**config.mk**
```make
export PLATFORM = sky130hd
export DESIGN_NAME = d_mem_arbiter_flat
export DESIGN_NICKNAME = d
export VERILOG_FILES = /design/src/rtl/d_mem_arbiter_if.sv /design/src/rtl/d_mem_arbiter.sv /design/src/flat_wrapper.sv
export SDC_FILE = /design/constraint.sdc
export NUM_CORES = 1
export LEC_CHECK = 0
export CAP_MARGIN = 20
export CORE_UTILIZATION = 27
export DETAILED_ROUTE_END_ITERATION = 12
export SYNTH_ARGS = -nofsm -noshare
export SYNTH_HDL_FRONTEND = slang
export SYNTH_SLANG_ARGS = --single-unit
```
**constraint.sdc**
```tcl
create_clock -name clock -period 9.39 [get_ports clock]
set_input_delay 1.878 -clock clock [delete_from_list [all_inputs] [get_ports clock]]
set_output_delay 1.878 -clock clock [all_outputs]
set_load 0.02 [all_outputs]
```
**src/rtl/d_mem_arbiter_if.sv**
```systemverilog
// ---------------------------------------------------------------------------
// d_mem_arbiter_if
// Bundles the two requester handshakes and the d_mem bus seen by the arbiter.
//   Port 0 / Port 1 : Req, We, Addr, WData  (requester -> arbiter)
//                     Ack, Err, RData      (arbiter -> requester)
//   Memory side     : MemAddress, MemWriteData, MemWrite, MemRead (to d_mem)
//                     MemReadData (from d_mem)
//   Status          : Busy (arbiter not idle)
// Modports:
//   slave  - the arbiter itself
//   master - the environment (requesters plus the d_mem instance)
// ---------------------------------------------------------------------------
interface d_mem_arbiter_if;
  logic        Req0;
  logic        We0;
  logic [31:0] Addr0;
  logic [31:0] WData0;
  logic        Ack0;
  logic        Err0;
  logic [31:0] RData0;

  logic        Req1;
  logic        We1;
  logic [31:0] Addr1;
  logic [31:0] WData1;
  logic        Ack1;
  logic        Err1;
  logic [31:0] RData1;

  logic [31:0] MemAddress;
  logic [31:0] MemWriteData;
  logic        MemWrite;
  logic        MemRead;
  logic [31:0] MemReadData;

  logic        Busy;

  modport slave (
    input  Req0, We0, Addr0, WData0,
    input  Req1, We1, Addr1, WData1,
    input  MemReadData,
    output Ack0, Err0, RData0,
    output Ack1, Err1, RData1,
    output MemAddress, MemWriteData, MemWrite, MemRead,
    output Busy
  );

  modport master (
    output Req0, We0, Addr0, WData0,
    output Req1, We1, Addr1, WData1,
    output MemReadData,
    input  Ack0, Err0, RData0,
    input  Ack1, Err1, RData1,
    input  MemAddress, MemWriteData, MemWrite, MemRead,
    input  Busy
  );
endinterface

```
**src/rtl/d_mem_arbiter.sv**
```systemverilog
// ---------------------------------------------------------------------------
// d_mem_arbiter
// Shares one single-port data memory between two requesters with round-robin
// arbitration, address range checking and read-data capture. Every
// memory-side output is driven directly from a flop so the asynchronously
// writing d_mem never sees a glitch on MemWrite.
// Ports:
//   clock - system clock, rising edge
//   reset - asynchronous, active-high reset
//   bus   - d_mem_arbiter_if.slave (requester handshakes + d_mem bus + Busy)
// Parameter:
//   MemSize - log2 of memory depth in bytes; legal addresses 0..2^MemSize-4
// ---------------------------------------------------------------------------
module d_mem_arbiter #(
  parameter int MemSize = 6
) (
  input  logic            clock,
  input  logic            reset,
  d_mem_arbiter_if.slave  bus
);

  localparam logic [31:0] ADDR_MAX = 32'((1 << MemSize) - 4);

  typedef enum logic [1:0] {
    ST_IDLE   = 2'd0,
    ST_ACCESS = 2'd1,
    ST_RESP   = 2'd2
  } state_t;

  state_t      r_state;
  state_t      w_state_nxt;
  logic        r_grant;       // 0 = port 0, 1 = port 1
  logic        r_last_grant;
  logic        r_we;

  logic        w_any_req;
  logic        w_pick1;
  logic        w_we;
  logic [31:0] w_addr;
  logic [31:0] w_wdata;
  logic        w_in_range;

  // Winner selection: port 1 wins when it is alone, or on a tie when port 0
  // was granted last.
  always_comb begin
    w_any_req  = bus.Req0 | bus.Req1;
    w_pick1    = bus.Req1 & (~bus.Req0 | ~r_last_grant);
    w_we       = w_pick1 ? bus.We1    : bus.We0;
    w_addr     = w_pick1 ? bus.Addr1  : bus.Addr0;
    w_wdata    = w_pick1 ? bus.WData1 : bus.WData0;
    w_in_range = (w_addr <= ADDR_MAX);
  end

  // FSM state register.
  always_ff @(posedge clock or posedge reset) begin
    if (reset) begin
      r_state <= ST_IDLE;
    end else begin
      r_state <= w_state_nxt;
    end
  end

  // FSM next-state logic; an out-of-range request skips ACCESS entirely.
  always_comb begin
    w_state_nxt = r_state;
    case (r_state)
      ST_IDLE: begin
        if (w_any_req) begin
          w_state_nxt = w_in_range ? ST_ACCESS : ST_RESP;
        end else begin
          w_state_nxt = ST_IDLE;
        end
      end
      ST_ACCESS: w_state_nxt = ST_RESP;
      ST_RESP:   w_state_nxt = ST_IDLE;
      default:   w_state_nxt = ST_IDLE;
    endcase
  end

  // Registered outputs and grant bookkeeping. Outputs are loaded on the edge
  // that enters a state so they are valid for that whole state.
  always_ff @(posedge clock or posedge reset) begin
    if (reset) begin
      r_grant          <= 1'b0;
      r_last_grant     <= 1'b1;
      r_we             <= 1'b0;
      bus.Ack0         <= 1'b0;
      bus.Err0         <= 1'b0;
      bus.RData0       <= 32'd0;
      bus.Ack1         <= 1'b0;
      bus.Err1         <= 1'b0;
      bus.RData1       <= 32'd0;
      bus.MemAddress   <= 32'd0;
      bus.MemWriteData <= 32'd0;
      bus.MemWrite     <= 1'b0;
      bus.MemRead      <= 1'b0;
      bus.Busy         <= 1'b0;
    end else begin
      case (r_state)
        ST_IDLE: begin
          if (w_any_req) begin
            r_grant      <= w_pick1;
            r_last_grant <= w_pick1;
            r_we         <= w_we;
            bus.Busy     <= 1'b1;
            if (w_in_range) begin
              bus.MemAddress <= w_addr;
              bus.MemWrite   <= w_we;
              bus.MemRead    <= ~w_we;
              if (w_we) begin
                bus.MemWriteData <= w_wdata;
              end
            end else if (w_pick1) begin
              // Error path: answer straight away, memory untouched.
              bus.Ack1   <= 1'b1;
              bus.Err1   <= 1'b1;
              bus.RData1 <= 32'd0;
            end else begin
              bus.Ack0   <= 1'b1;
              bus.Err0   <= 1'b1;
              bus.RData0 <= 32'd0;
            end
          end
        end
        ST_ACCESS: begin
          bus.MemWrite <= 1'b0;
          bus.MemRead  <= 1'b0;
          if (r_grant) begin
            bus.Ack1   <= 1'b1;
            bus.RData1 <= r_we ? 32'd0 : bus.MemReadData;
          end else begin
            bus.Ack0   <= 1'b1;
            bus.RData0 <= r_we ? 32'd0 : bus.MemReadData;
          end
        end
        ST_RESP: begin
          bus.Ack0 <= 1'b0;
          bus.Err0 <= 1'b0;
          bus.Ack1 <= 1'b0;
          bus.Err1 <= 1'b0;
          bus.Busy <= 1'b0;
        end
        default: begin
          bus.Ack0     <= 1'b0;
          bus.Err0     <= 1'b0;
          bus.Ack1     <= 1'b0;
          bus.Err1     <= 1'b0;
          bus.MemWrite <= 1'b0;
          bus.MemRead  <= 1'b0;
          bus.Busy     <= 1'b0;
        end
      endcase
    end
  end

endmodule

```
**src/flat_wrapper.sv**
```systemverilog
// flat-port wrapper written by rule: the top's interface ports become plain ports
module d_mem_arbiter_flat 
#(
  parameter int MemSize = 6
)
  (clock, reset, bus_Req0, bus_We0, bus_Addr0, bus_WData0, bus_Req1, bus_We1, bus_Addr1, bus_WData1, bus_MemReadData, bus_Ack0, bus_Err0, bus_RData0, bus_Ack1, bus_Err1, bus_RData1, bus_MemAddress, bus_MemWriteData, bus_MemWrite, bus_MemRead, bus_Busy);
  d_mem_arbiter_if bus_i ();
  input  logic clock;
  input  logic reset;
  input wire logic [$bits(bus_i.Req0)-1:0] bus_Req0;
  input wire logic [$bits(bus_i.We0)-1:0] bus_We0;
  input wire logic [$bits(bus_i.Addr0)-1:0] bus_Addr0;
  input wire logic [$bits(bus_i.WData0)-1:0] bus_WData0;
  input wire logic [$bits(bus_i.Req1)-1:0] bus_Req1;
  input wire logic [$bits(bus_i.We1)-1:0] bus_We1;
  input wire logic [$bits(bus_i.Addr1)-1:0] bus_Addr1;
  input wire logic [$bits(bus_i.WData1)-1:0] bus_WData1;
  input wire logic [$bits(bus_i.MemReadData)-1:0] bus_MemReadData;
  output wire logic [$bits(bus_i.Ack0)-1:0] bus_Ack0;
  output wire logic [$bits(bus_i.Err0)-1:0] bus_Err0;
  output wire logic [$bits(bus_i.RData0)-1:0] bus_RData0;
  output wire logic [$bits(bus_i.Ack1)-1:0] bus_Ack1;
  output wire logic [$bits(bus_i.Err1)-1:0] bus_Err1;
  output wire logic [$bits(bus_i.RData1)-1:0] bus_RData1;
  output wire logic [$bits(bus_i.MemAddress)-1:0] bus_MemAddress;
  output wire logic [$bits(bus_i.MemWriteData)-1:0] bus_MemWriteData;
  output wire logic [$bits(bus_i.MemWrite)-1:0] bus_MemWrite;
  output wire logic [$bits(bus_i.MemRead)-1:0] bus_MemRead;
  output wire logic [$bits(bus_i.Busy)-1:0] bus_Busy;
  assign bus_i.Req0 = bus_Req0;
  assign bus_i.We0 = bus_We0;
  assign bus_i.Addr0 = bus_Addr0;
  assign bus_i.WData0 = bus_WData0;
  assign bus_i.Req1 = bus_Req1;
  assign bus_i.We1 = bus_We1;
  assign bus_i.Addr1 = bus_Addr1;
  assign bus_i.WData1 = bus_WData1;
  assign bus_i.MemReadData = bus_MemReadData;
  assign bus_Ack0 = bus_i.Ack0;
  assign bus_Err0 = bus_i.Err0;
  assign bus_RData0 = bus_i.RData0;
  assign bus_Ack1 = bus_i.Ack1;
  assign bus_Err1 = bus_i.Err1;
  assign bus_RData1 = bus_i.RData1;
  assign bus_MemAddress = bus_i.MemAddress;
  assign bus_MemWriteData = bus_i.MemWriteData;
  assign bus_MemWrite = bus_i.MemWrite;
  assign bus_MemRead = bus_i.MemRead;
  assign bus_Busy = bus_i.Busy;
  d_mem_arbiter #(.MemSize(MemSize)) u_core (.clock(clock), .reset(reset), .bus(bus_i));
endmodule
```
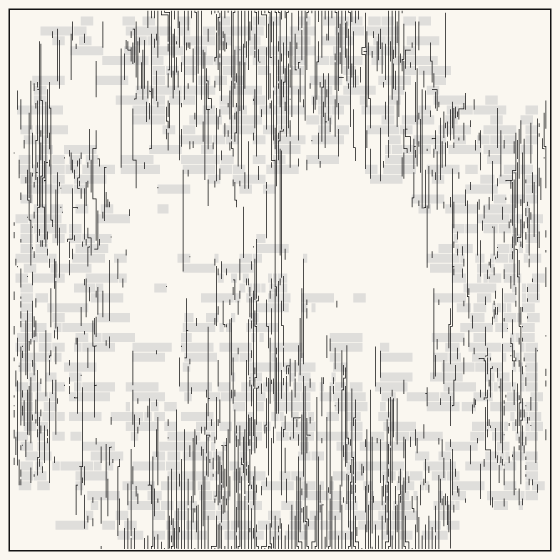
run_1/met2.png
Cells faint in the background.
main direction: vertical
wire length on this layer: 8,780 microns
nets with wire on the layer: 827
longest straight run: 49.8 microns

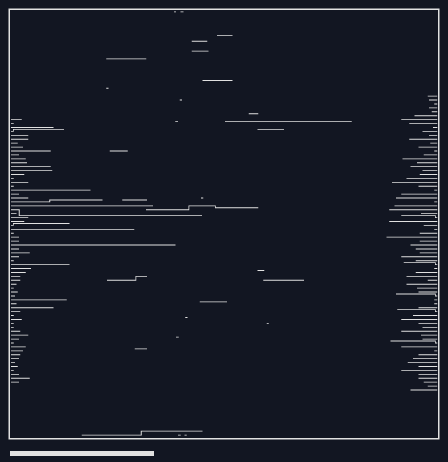
run_1/met3.png
Bar = 50 microns.
longest straight run: 63.3 microns
main direction: horizontal
nets with wire on the layer: 156
share of all routed wire: 7.6%
Post-Route WL: 18.06 mm
via count: 5,014
met3 usage: 4.724%

==> GITHUB_STEP_SUMMARY, run 1 <==
### Metrics collected by this job

| Metric | Value |
|---|---|
| Outcome | completed |
| Initial antenna violation count | 0 |
| Worst setup path startpoint | bus_Req1 |
| Maximum number of pins on one net before global-route repair | 72 |
| Max-cap check violation count | 0 |
| CTS buffer count | 17 |
| Fmax | 232.5 MHz |
| Synth Seq Share | 60.43% |
| Period utilization | 45.80% |
| Synth cell types | 37 |
| GRT Resource Usage Total | 16.84% |
| Setup CP Type | in -> reg |
| Yosys warns | 0 |
| Routed vias/inst | 4.664 |
| Worst min-delay path class | reg -> reg |
| Cell with the most instances after synthesis | dfrtp_1 |
| Mux frac, synth | 7.918% |
| Slew @ Worst Pin | 0.8985 ns |
| Tool warnings | 26 |
| Synth Net Count | 660 |
| CP peak stage delay | 0.58 ns |
| R2R setup slack | 6.75 ns |
| Simple-Gate Area Share | 14.43% |
| # nets final | 953 |
| Clock root buffer | clkbuf_16 |
| Adder-Cell Fraction of Synth Area | 0% |
| Placed instance area | 0.009072 sq mm |
| RSZ-0062 raised after global routing | false |
| Top cells by count, synth | dfrtp_1 (139), nand2_1 (118), a32o_1 (64), mux2_2 (34), clkbuf_1 (29) |
| Gr ovfl total | 0 |
| Worst r2r src | u_core.r_last_grant |
| Max Slew Vio Count | 0 |
| Critical Path Source Type | primary input |
| EDFF count, synth | 0 |
| Power Total | 1.498 mW |
| Worst clock skew | 0.008704 ns |
| Setup TNS | 0 ns |
| Hold wc startpoint | u_core.bus.MemAddress[30] |
| Fraction of layout cells with a size suffix above 1 | 11.25% |
| Top cells by area, synth | dfrtp_1 (60%), a32o_1 (11%), nand2_1 (7.6%), mux2_2 (6.6%), and2_1 (2.8%) |
| Antenna viol nets, final | 0 |
| Postcts setup bufs | 0 |
| Die span in y | 148.6 microns |
| Crit path time final | 4.301 ns |
| Hold_buf cts | 0 |
| CP Cell Sequence | clkdlybuf4s50_1, a21boi_4, buf_4, and4_1, o22ai_2, nor4_4, buf_4, mux2_2 |
| Clk_lat worst skew | 0.41 ns |
| Worst Setup EP | u_core.bus.MemWriteData[20] |
| Leak pwr | 4.356 nW |
| Final Hold Viols | 0 |
| Worst path top cell family by delay | buffers and inverters |
| Crit-path slowest cell | clkdlybuf4s50_1 |
| Number of cells in Yosys stat | 494 |
| Final GP Congestion | 0.8296 |
| Row cnt | 53 |
| Layout Cells excl Fill | 1,075 |
| Fp util | 27.59% |
| First DRT Iteration DRCs | 237 |
| Bufs on Longest Clock Path | 2 |
| Post-synth ARST share | 100.0% |
| Post-synth area from yosys stat | 0.005799 sq mm |
| Post-DR wirelength/cell | 16.80 microns |
| Crit path DAT | 4.59 ns |
| Max FO, Critical Path | 42 |
| Die Area | 0.02207 sq mm |
| Comb area leader | simple AND/OR/NAND/NOR gates |
| VDD IR-drop max | 114.4 uV |
| Critical path data required time | 9.68 ns |
| First-pass DRT Iterations | 4 |
| Post-detail-place hpwl | 12.63 mm |
| WHS Endpoint | u_core.bus.MemAddress[30] |
| CP most frequent cell | buf_4 |
| Worst r2r path cells | 5 |
| Registers, synthesis | 140 |
| Final instance area | 0.009719 sq mm |
| Synthesized cell area | 0.005799 sq mm |
| First-pass GRT wire length | 28.48 mm |
| DRC Markers | 0 |
| Core footprint | 0.02102 sq mm |
| Gate Count Post-Synth | 494 |
| Clock sinks | 140 |
| Vias in the first global route | 5,263 |
| Max_slew headroom | 40.10% |
| Die X | 148.6 microns |
| Yosys top cell area share | 59.98% |
| Worst hold path depth | 1 |
| Crit. End Element | flip-flop |
| WP depth | 8 |
| Final setup fails | 0 |
| FF-to-FF End | u_core.bus.MemWrite |
| Avg Cell Area, Syn | 11.74 sq um |
| Cells after DPL | 1,041 |
| CTS tree | built |
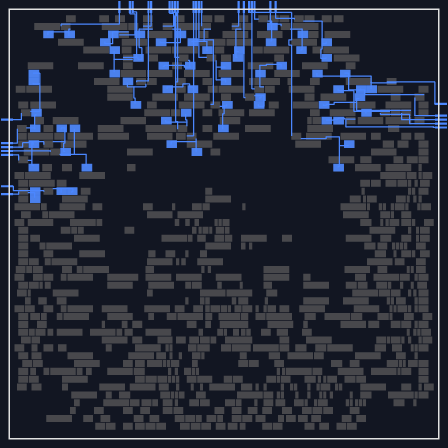
run_1/port_nets.png
legend:
  blue:
    port: bus_MemReadData
    bits: 32
    direction: input
    edge: 20 top, 7 left, 5 right
    end_cells: 64
    buffers: 32
    wire: 1,160 microns
I/O Buffers: 300
# IOs: 301

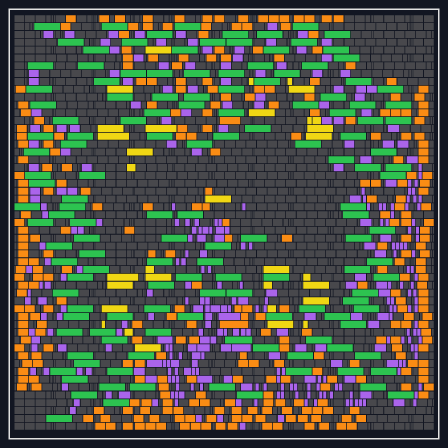
run_1/cell_classes.png
Fill, decap, tap and diode cells in gray.
legend:
  green:
    class: flops
    cells: 140
    share_of_their_area: 37%
  yellow:
    class: clock drivers and dummy loads
    cells: 32
    share_of_their_area: 6.4%
  orange:
    class: other buffers and delay cells
    cells: 310
    share_of_their_area: 33%
  purple:
    class: all other logic
    cells: 318
    share_of_their_area: 23%

==> run 1: area by class of cell <==
class | instances | area [sq um] | area share (%)
Tap cell | 275 | 344.1 | 3.540
Inverter | 8 | 35.03 | 0.3605
Clock inverter | 14 | 170.2 | 1.751
Timing Repair Buffer | 310 | 3110 | 32.00
Clock buffer | 18 | 429.2 | 4.416
Sequential cell | 140 | 3505 | 36.06
Multi-Input combinational cell | 310 | 2126 | 21.87
==> run 1: power by group <==
group	switching [mW]	internal (mW)
Combinational	0.102	0.0949
Sequential	0.00780	0.612
Clock	0.263	0.419
Total	0.373	1.13
==> run 1: logic make-up after synthesis <==
group / after synthesis
buffers and inverters: 44
AND-OR/OR-AND: 90
AND/OR/NAND/NOR: 180
flip-flops: 140
multiplexers: 40
==> run 1: placed cells by master (no fill, tap or decap), types with 3 or more instances in the layout <==
master / instances
inv_6: 3
clkinv_4: 4
mux2_4: 3
nor4_1: 12
bufinv_16: 3
clkinv_2: 4
clkbuf_16: 17
and4_1: 5
buf_4: 8
nor3_1: 3
dfrtp_1: 139
nand2_1: 118
o21ai_0: 3
mux2_2: 34
and2_1: 26
nor2_1: 8
clkdlybuf4s50_1: 300
a32o_1: 64
inv_1: 6
a21oi_1: 10
==> run 1: per-layer routing <==
metal	GRT usage [%]	share of wire, %	wire [microns]	up-vias
met1	20.74	42	7529	2435
li1	-	-	-	2372
met2	27.43	49	8776	183
met4	7.423	2.1	372	0
met3	4.724	7.7	1382	24
met5	0	0	0	-
==> run 1: stage by stage <==
step / hold WS, ns / setup slack (ns) / util (%)
global placement: 0.4685 / 4.510 / 43.16
floorplan: 0.4701 / 3.761 / -
finish: 0.4797 / 5.089 / 46.24
global route: 0.5009 / 4.937 / 46.24
CTS: 0.4883 / 4.921 / 46.01
detailed placement: 0.4699 / 4.484 / 43.16
run_1/final_placement.png
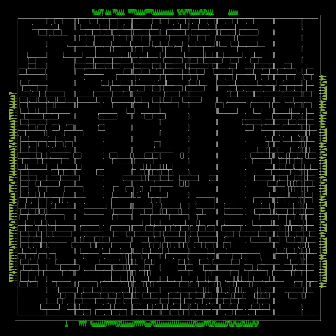

==> inputs of run 2 (changes only) <==
==> constraint.sdc (replaced) <==
create_clock -name clock -period 4.38 [get_ports clock]
set_input_delay 0.876 -clock clock [delete_from_list [all_inputs] [get_ports clock]]
set_output_delay 0.876 -clock clock [all_outputs]
set_load 0.02 [all_outputs]
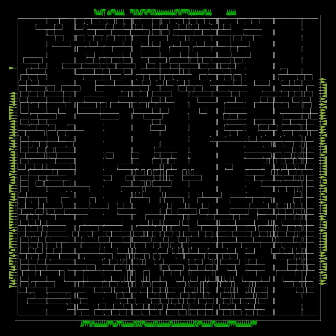
run_2/final_placement.png
Flops: 140
row cnt: 53
fin util: 46.45%
fraction of area in registers: 35.89%

==> run 2 against run 1 <==
  * Clock-buffer cell count grew 1
  * Die area stayed put
  * First-iteration DRC count decreased by 2.5%
  * Total power is 120% higher
  * Clock power is 130% higher
  * Core utilization increased by 0.21 points
  * Non-clock buffer count increased by 1
  * Final cell count hardly changed
  * Cell area is 0.46% higher
  * Wire length rose by 1.4%
  * Flip-flop count stayed put
  * Hold slack better by 0.0042 ns
==> GITHUB_STEP_SUMMARY, run 2 <==
### Metrics collected by this job

| Metric | Value |
|---|---|
| Die span in y | 148.6 microns (unchanged) |
| CTS buffer count | 17 (unchanged) |
| Initial antenna violation count | 0 (unchanged) |
| Worst min-delay path class | reg -> reg (unchanged) |
| EDFF count, synth | 0 (unchanged) |
| Post-DR wirelength/cell | 17.01 microns (was 16.80 microns) |
| Post-Route WL | 18.31 mm (was 18.06 mm) |
| Outcome | completed (unchanged) |
| First-pass GRT wire length | 29.06 mm (was 28.48 mm) |
| GRT Resource Usage Total | 17.11% (was 16.84%) |
| Fraction of layout cells with a size suffix above 1 | 11.36% (was 11.25%) |
| DRT met1 WL | 7.762 mm (was 7.529 mm) |
| Cts repair resizes | 0 (unchanged) |
| Fp util | 27.59% (unchanged) |
| Clock sinks | 140 (unchanged) |
| Clock root buffer | clkbuf_16 (unchanged) |
| Power density over cell area | 337.7 mW/mm^2 (was 154.2 mW/mm^2) |
| Die Area | 0.02207 sq mm (unchanged) |
| Period utilization | 72.30% |
| Max FO, Critical Path | 33 (was 42) |
| Synth cell types | 37 (unchanged) |
| CTS tree | built (unchanged) |
| Placed instance area | 0.009111 sq mm (was 0.009072 sq mm) |
| Gr ovfl total | 0 (unchanged) |
| Ant diodes | 0 (unchanged) |
| Post-place setup slack | 0.7695 ns (was 4.484 ns) |
| Synth Net Count | 660 (unchanged) |
| Filler Cell Count | 1,985 (was 2,010) |
| Number of cells in Yosys stat | 494 (unchanged) |
| Layout Cells excl Fill | 1,076 (was 1,075) |
| Max Slew Vio Count | 0 (unchanged) |
| Most frequent cells in the layout | clkdlybuf4s50_1 (300), dfrtp_1 (139), nand2_1 (118) (unchanged) |
| Final GP Congestion | 0.8059 (was 0.8296) |
| Synth Seq Share | 60.43% (unchanged) |
| Critical path data required time | 4.68 ns (was 9.68 ns) |
| Most instantiated logic cell after routing | clkdlybuf4s50_1 (unchanged) |
| Yosys top cell area share | 59.98% (unchanged) |
| Yosys warns | 0 (unchanged) |
| Critical Path Source Type | primary input (unchanged) |
| Slew @ Worst Pin | 0.8862 ns (was 0.8985 ns) |
| Synth-to-Final Area Change | 68.37% (was 67.59%) |
| Antenna viol nets, final | 0 (unchanged) |
| Worst clock skew | 0.01137 ns (was 0.008704 ns) |
| DRC Markers | 0 (unchanged) |
| Setup CP Type | in -> reg (unchanged) |
| Met3 usage | 5.123% (was 4.724%) |
| Worst setup path startpoint | bus_Req0 (was bus_Req1) |
| Routed vias/inst | 4.658 (was 4.664) |
| First DRT Iteration DRCs | 231 (was 237) |
| Top cells by count, synth | dfrtp_1 (139), nand2_1 (118), a32o_1 (64), mux2_2 (34), clkbuf_1 (29) (unchanged) |
| Grt peak-use layer | met2 (unchanged) |
| RSZ-0062 raised after global routing | false (unchanged) |
| Maximum number of pins on one net before global-route repair | 65 (was 72) |
| Tool warnings | 26 (unchanged) |
| Top cells by area, synth | dfrtp_1 (60%), a32o_1 (11%), nand2_1 (7.6%), mux2_2 (6.6%), and2_1 (2.8%) (unchanged) |
| Power Total | 3.297 mW (was 1.498 mW) |
| Postcts setup bufs | 0 (unchanged) |
| Fmax | 315.8 MHz |
| I/O Buffers | 300 (unchanged) |
| Clk_lat worst skew | 0.42 ns (was 0.41 ns) |
| Avg Cell Area, Syn | 11.74 sq um (unchanged) |
| Top Metal Used | met4 (unchanged) |
| First-pass DRT Iterations | 4 (unchanged) |
| Post-synth ARST share | 100.0% (unchanged) |
| Cells after DPL | 1,043 (was 1,041) |
| Cell with the most instances after synthesis | dfrtp_1 (unchanged) |
| CTS H-tree depth | 4 (unchanged) |
| Die X | 148.6 microns (unchanged) |
| Met2 WL | 8.742 mm (was 8.776 mm) |
| Crit path DAT | 3.47 ns (was 4.59 ns) |
| Post-detail-place hpwl | 13.02 mm (was 12.63 mm) |
| Max_slew headroom | 40.30% (was 40.10%) |
| Hold WS | 0.4839 ns (was 0.4797 ns) |
| Bufs on Longest Clock Path | 2 (unchanged) |
| # nets final | 954 (was 953) |
| Leak pwr | 4.358 nW (was 4.356 nW) |
| Largest area contributor in the netlist | dfrtp_1 (unchanged) |
| Synthesized cell area | 0.005799 sq mm (unchanged) |
| Final Hold Viols | 0 (unchanged) |
| # IOs | 301 (unchanged) |
| Crit path time final | 3.167 ns |
| Max-cap check violation count | 0 (unchanged) |
| VDD IR-drop max | 271.1 uV (was 114.4 uV) |
| Final instance area | 0.009764 sq mm (was 0.009719 sq mm) |
| Vias in the first global route | 5,381 (was 5,263) |
| Top FF cell, synth | dfrtp_1 (unchanged) |
| Hold_buf cts | 0 (unchanged) |
| Core footprint | 0.02102 sq mm (unchanged) |
| GR Layer Usage met1 | 20.82% (was 20.74%) |
| Setup TNS | 0 ns (unchanged) |
| Crit. End Element | flip-flop (unchanged) |
| Post-route setup slack | 1.213 ns (was 5.089 ns) |
| CTS clock-pin slew for the worst setup and hold paths | 0.06 ns (about the same) |
| Gate Count Post-Synth | 494 (unchanged) |
| Final setup fails | 0 (unchanged) |
| Routed wl met3 | 1.369 mm (was 1.382 mm) |
| Hold wc startpoint | u_core.bus.MemAddress[19] (was u_core.bus.MemAddress[30]) |
| Registers, synthesis | 140 (unchanged) |
| Post-synth area from yosys stat | 0.005799 sq mm (unchanged) |
| Worst r2r src | u_core.r_last_grant (unchanged) |
| Via count | 5,012 (was 5,014) |
| Met2 Track Usage GR | 28.13% (was 27.43%) |
-- run 2: cell types whose count changed in the layout (fill, tap and decap cells not counted) --
cell,delta
clkinvlp_4,+4
bufinv_16,+1
buf_12,+2
clkbuf_8,+1
clkinv_4,-2
buf_16,-1
clkinv_2,-3
inv_6,-1
-- run 2: final cells by class --
cell class / instances / area, sq um / area share [%]
timing repair buffer: 311 / 3123 / 31.98
inverter: 8 / 33.78 / 0.3460
tap: 275 / 344.1 / 3.524
multi-input combinational: 310 / 2126 / 21.77
sequential: 140 / 3505 / 35.89
clock inverter: 13 / 190.2 / 1.948
clock buffer: 19 / 442.9 / 4.536
-- run 2: cells by family (layout without fill, tap and decap cells) --
family          after synthesis  in the layout  share of synthesized area (%)
mux                          40             40                          7.918
simple gates                180            180                          14.43
buf+inv                      44            351                          3.258
compound gates               90             90                          13.96
flops                       140            140                          60.43
-- run 2: where the power goes --
group / internal [mW] / switching (mW)
clock network: 0.973 / 0.568
logic: 0.207 / 0.222
registers: 1.31 / 0.0172
-- run 2: path summary, 6_finish.rpt --
kind / endpoint / slack, ns / cells after the start
worst max-delay path: u_core.bus.MemWrite / 1.21 / 6
worst min-delay path: u_core.bus.MemAddress[19] / 0.48 / 1
worst max register to register: u_core.bus.MemWrite / 1.75 / 5
worst min register to register: u_core.bus.MemAddress[19] / 0.48 / 1
max in group asynchronous: u_core.bus.RData1[27] / 2.68 / 3
min in group asynchronous: u_core.bus.MemWriteData[22] / 0.97 / 2
-- run 2: worst max-delay path, stage by stage --
cell and delay [ns]:
clkdlybuf4s50_1 0.61, a21bo_1 0.37, buf_4 0.40, mux2i_1 0.42
or4b_2 0.64, o211a_1 0.15
run_2/port_nets.png
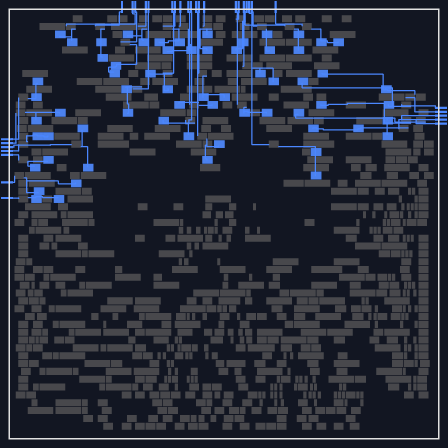

==> inputs of run 3 (changes only) <==
==> constraint.sdc (replaced) <==
create_clock -name clock -period 3.3 [get_ports clock]
set_input_delay 0.66 -clock clock [delete_from_list [all_inputs] [get_ports clock]]
set_output_delay 0.66 -clock clock [all_outputs]
set_load 0.02 [all_outputs]
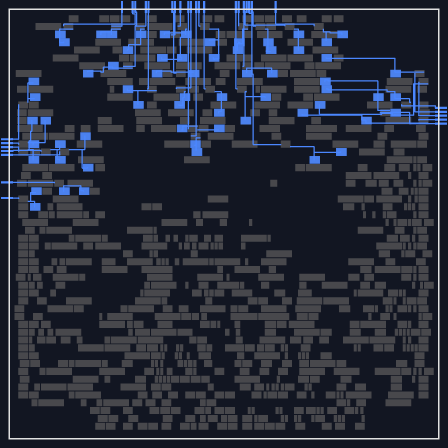
run_3/port_nets.png
legend:
  blue:
    port: bus_MemReadData
    bits: 32
    direction: input
    edge: 20 top, 7 left, 5 right
    end_cells: 64
    buffers: 32
    wire: 1,160 microns

==> run 3 against run 2 <==
  * Highest routed layer unchanged
  * Critical endpoint is now u_core.bus.MemAddress[1]
  * Non-clock buffer count increased by 5
  * Total power is 30% higher
  * Combinational power increased by 34%
==> GITHUB_STEP_SUMMARY, run 3 <==
### Metrics collected by this job

| Metric | Value |
|---|---|
| Worst clock skew | 0.008507 ns (was 0.01137 ns) |
| Most instantiated logic cell after routing | clkdlybuf4s50_1 (unchanged) |
| Largest area contributor in the netlist | dfrtp_1 (unchanged) |
| Met2 WL | 8.664 mm (was 8.742 mm) |
| Routed vias/inst | 4.646 (was 4.658) |
| Top Metal Used | met4 (unchanged) |
| Final Hold Viols | 0 (unchanged) |
| Final GP Congestion | 0.7561 (was 0.8059) |
| Clock root buffer | clkbuf_16 (unchanged) |
| Worst hold path depth | 1 (unchanged) |
| Top cells by count, synth | dfrtp_1 (139), nand2_1 (118), a32o_1 (64), mux2_2 (34), clkbuf_1 (29) (unchanged) |
| Fmax | 370.2 MHz |
| Layout Cells excl Fill | 1,080 (was 1,076) |
| Registers, synthesis | 140 (unchanged) |
| Period utilization | 81.85% |
| Max FO, Critical Path | 33 (unchanged) |
| CTS clock-pin slew for the worst setup and hold paths | 0.06 ns (about the same) |
| Max-cap check violation count | 0 (unchanged) |
| Power Total | 4.290 mW (was 3.297 mW) |
| WHS Endpoint | u_core.bus.MemAddress[19] (unchanged) |
| Worst r2r src | u_core.r_last_grant (unchanged) |
| Crit path time final | 2.701 ns |
| First-pass GRT wire length | 28.41 mm (was 29.06 mm) |
| I/O Buffers | 300 (unchanged) |
| FF-to-FF End | u_core.bus.MemWrite (unchanged) |
| Bufs on Longest Clock Path | 2 (unchanged) |
| Setup CP Type | in -> reg (unchanged) |
| Post-detail-place hpwl | 12.84 mm (was 13.02 mm) |
| Critical Path Source Type | primary input (unchanged) |
| Max Slew Vio Count | 0 (unchanged) |
| Final setup fails | 0 (unchanged) |
| Initial antenna violation count | 0 (unchanged) |
| First DRT Iteration DRCs | 223 (was 231) |
| Post-place setup slack | 0.1868 ns (was 0.7695 ns) |
| Placed instance area | 0.009149 sq mm (was 0.009111 sq mm) |
| R2R setup slack | 0.94 ns (was 1.75 ns) |
| Outcome | completed (unchanged) |
| Most frequent cells in the layout | clkdlybuf4s50_1 (300), dfrtp_1 (139), nand2_1 (118) (unchanged) |
| Power density over cell area | 438.8 mW/mm^2 (was 337.7 mW/mm^2) |
| Leak pwr | 4.383 nW (was 4.358 nW) |
| Antenna viol nets, final | 0 (unchanged) |
| Synth Seq Share | 60.43% (unchanged) |
| Yosys warns | 0 (unchanged) |
| Post-route setup slack | 0.5991 ns (was 1.213 ns) |
| CTS buffer count | 17 (unchanged) |
| Hold WS | 0.4803 ns (was 0.4839 ns) |
| Cts repair resizes | 0 (unchanged) |
| Post-DR wirelength/cell | 16.73 microns (was 17.01 microns) |
| Final instance area | 0.009778 sq mm (was 0.009764 sq mm) |
| First-pass DRT Iterations | 4 (unchanged) |
| Synth cell types | 37 (unchanged) |
| Die X | 148.6 microns (unchanged) |
| Top FF cell, synth | dfrtp_1 (unchanged) |
| Fin util | 46.52% (was 46.45%) |
| Worst r2r path cells | 5 (unchanged) |
| Die Area | 0.02207 sq mm (unchanged) |
| Clk_lat worst skew | 0.41 ns (was 0.42 ns) |
| VDD IR-drop max | 376.5 uV (was 271.1 uV) |
| Vias in the first global route | 5,116 (was 5,381) |
| Gr ovfl total | 0 (unchanged) |
| Max_slew headroom | 62.02% (was 40.30%) |
| Core footprint | 0.02102 sq mm (unchanged) |
| Ant diodes | 0 (unchanged) |
| Synth Net Count | 660 (unchanged) |
| Row cnt | 53 (unchanged) |
| Avg Cell Area, Syn | 11.74 sq um (unchanged) |
| Cells after DPL | 1,048 (was 1,043) |
| RSZ-0062 raised after global routing | false (unchanged) |
| Via count | 5,018 (was 5,012) |
| GRT Resource Usage Total | 16.83% (was 17.11%) |
| Gate Count Post-Synth | 494 (unchanged) |
| Top cells by area, synth | dfrtp_1 (60%), a32o_1 (11%), nand2_1 (7.6%), mux2_2 (6.6%), and2_1 (2.8%) (unchanged) |
| Routed wl met3 | 1.487 mm (was 1.369 mm) |
| # nets final | 959 (was 954) |
## run 3: how the worst max path moves through the flow
stage | startpoint | to | slack (ns)
after floorplan | reset | u_core.bus.Ack0 | 0.89
after global placement | bus_Req1 | u_core.bus.MemAddress[1] | 0.22
after detailed placement | bus_Req1 | u_core.bus.MemWriteData[24] | 0.19
after CTS | bus_Req1 | u_core.bus.MemAddress[1] | 0.63
after global routing | bus_Req1 | u_core.bus.MemWriteData[18] | 0.47
final | bus_Req1 | u_core.bus.MemAddress[1] | 0.60
## run 3: kinds of logic after synthesis
| logic type | count (synthesis) | share of synthesized area, % |
|---|---|---|
| AND/OR/NAND/NOR | 180 | 14.43 |
| flip-flops | 140 | 60.43 |
| AND-OR/OR-AND | 90 | 13.96 |
| buffers and inverters | 44 | 3.258 |
| multiplexers | 40 | 7.918 |
## run 3: area by class of cell
class,count,area (sq um)
Inverter,8,33.78
Fill cell,1958,11240
Multi-Input combinational cell,310,2126
Tap cell,275,344.1
Clock inverter,10,138.9
Sequential cell,140,3505
Clock buffer,21,470.5
Timing Repair Buffer,316,3161
## run 3: critical path, stage by stage
cell and delay, ns:
clkdlybuf4s50_1 0.57, a21boi_4 0.35, and4_1 0.28, o22ai_2 0.16, or3_1 0.39, buf_4 0.24
mux2_4 0.33
## run 3: report_power, final
group	internal [mW]	switching, mW	total [mW]
Clock	1.25	0.708	1.95
Sequential	1.74	0.0221	1.76
Combinational	0.280	0.293	0.573
## run 3: layer usage
layer	track usage (%)	vias to the layer above
met3	5.951	12
met5	0	-
li1	-	2380
met1	21.24	2443
met4	4.794	0
met2	27.03	183
Power and IR drop assume default switching activity.
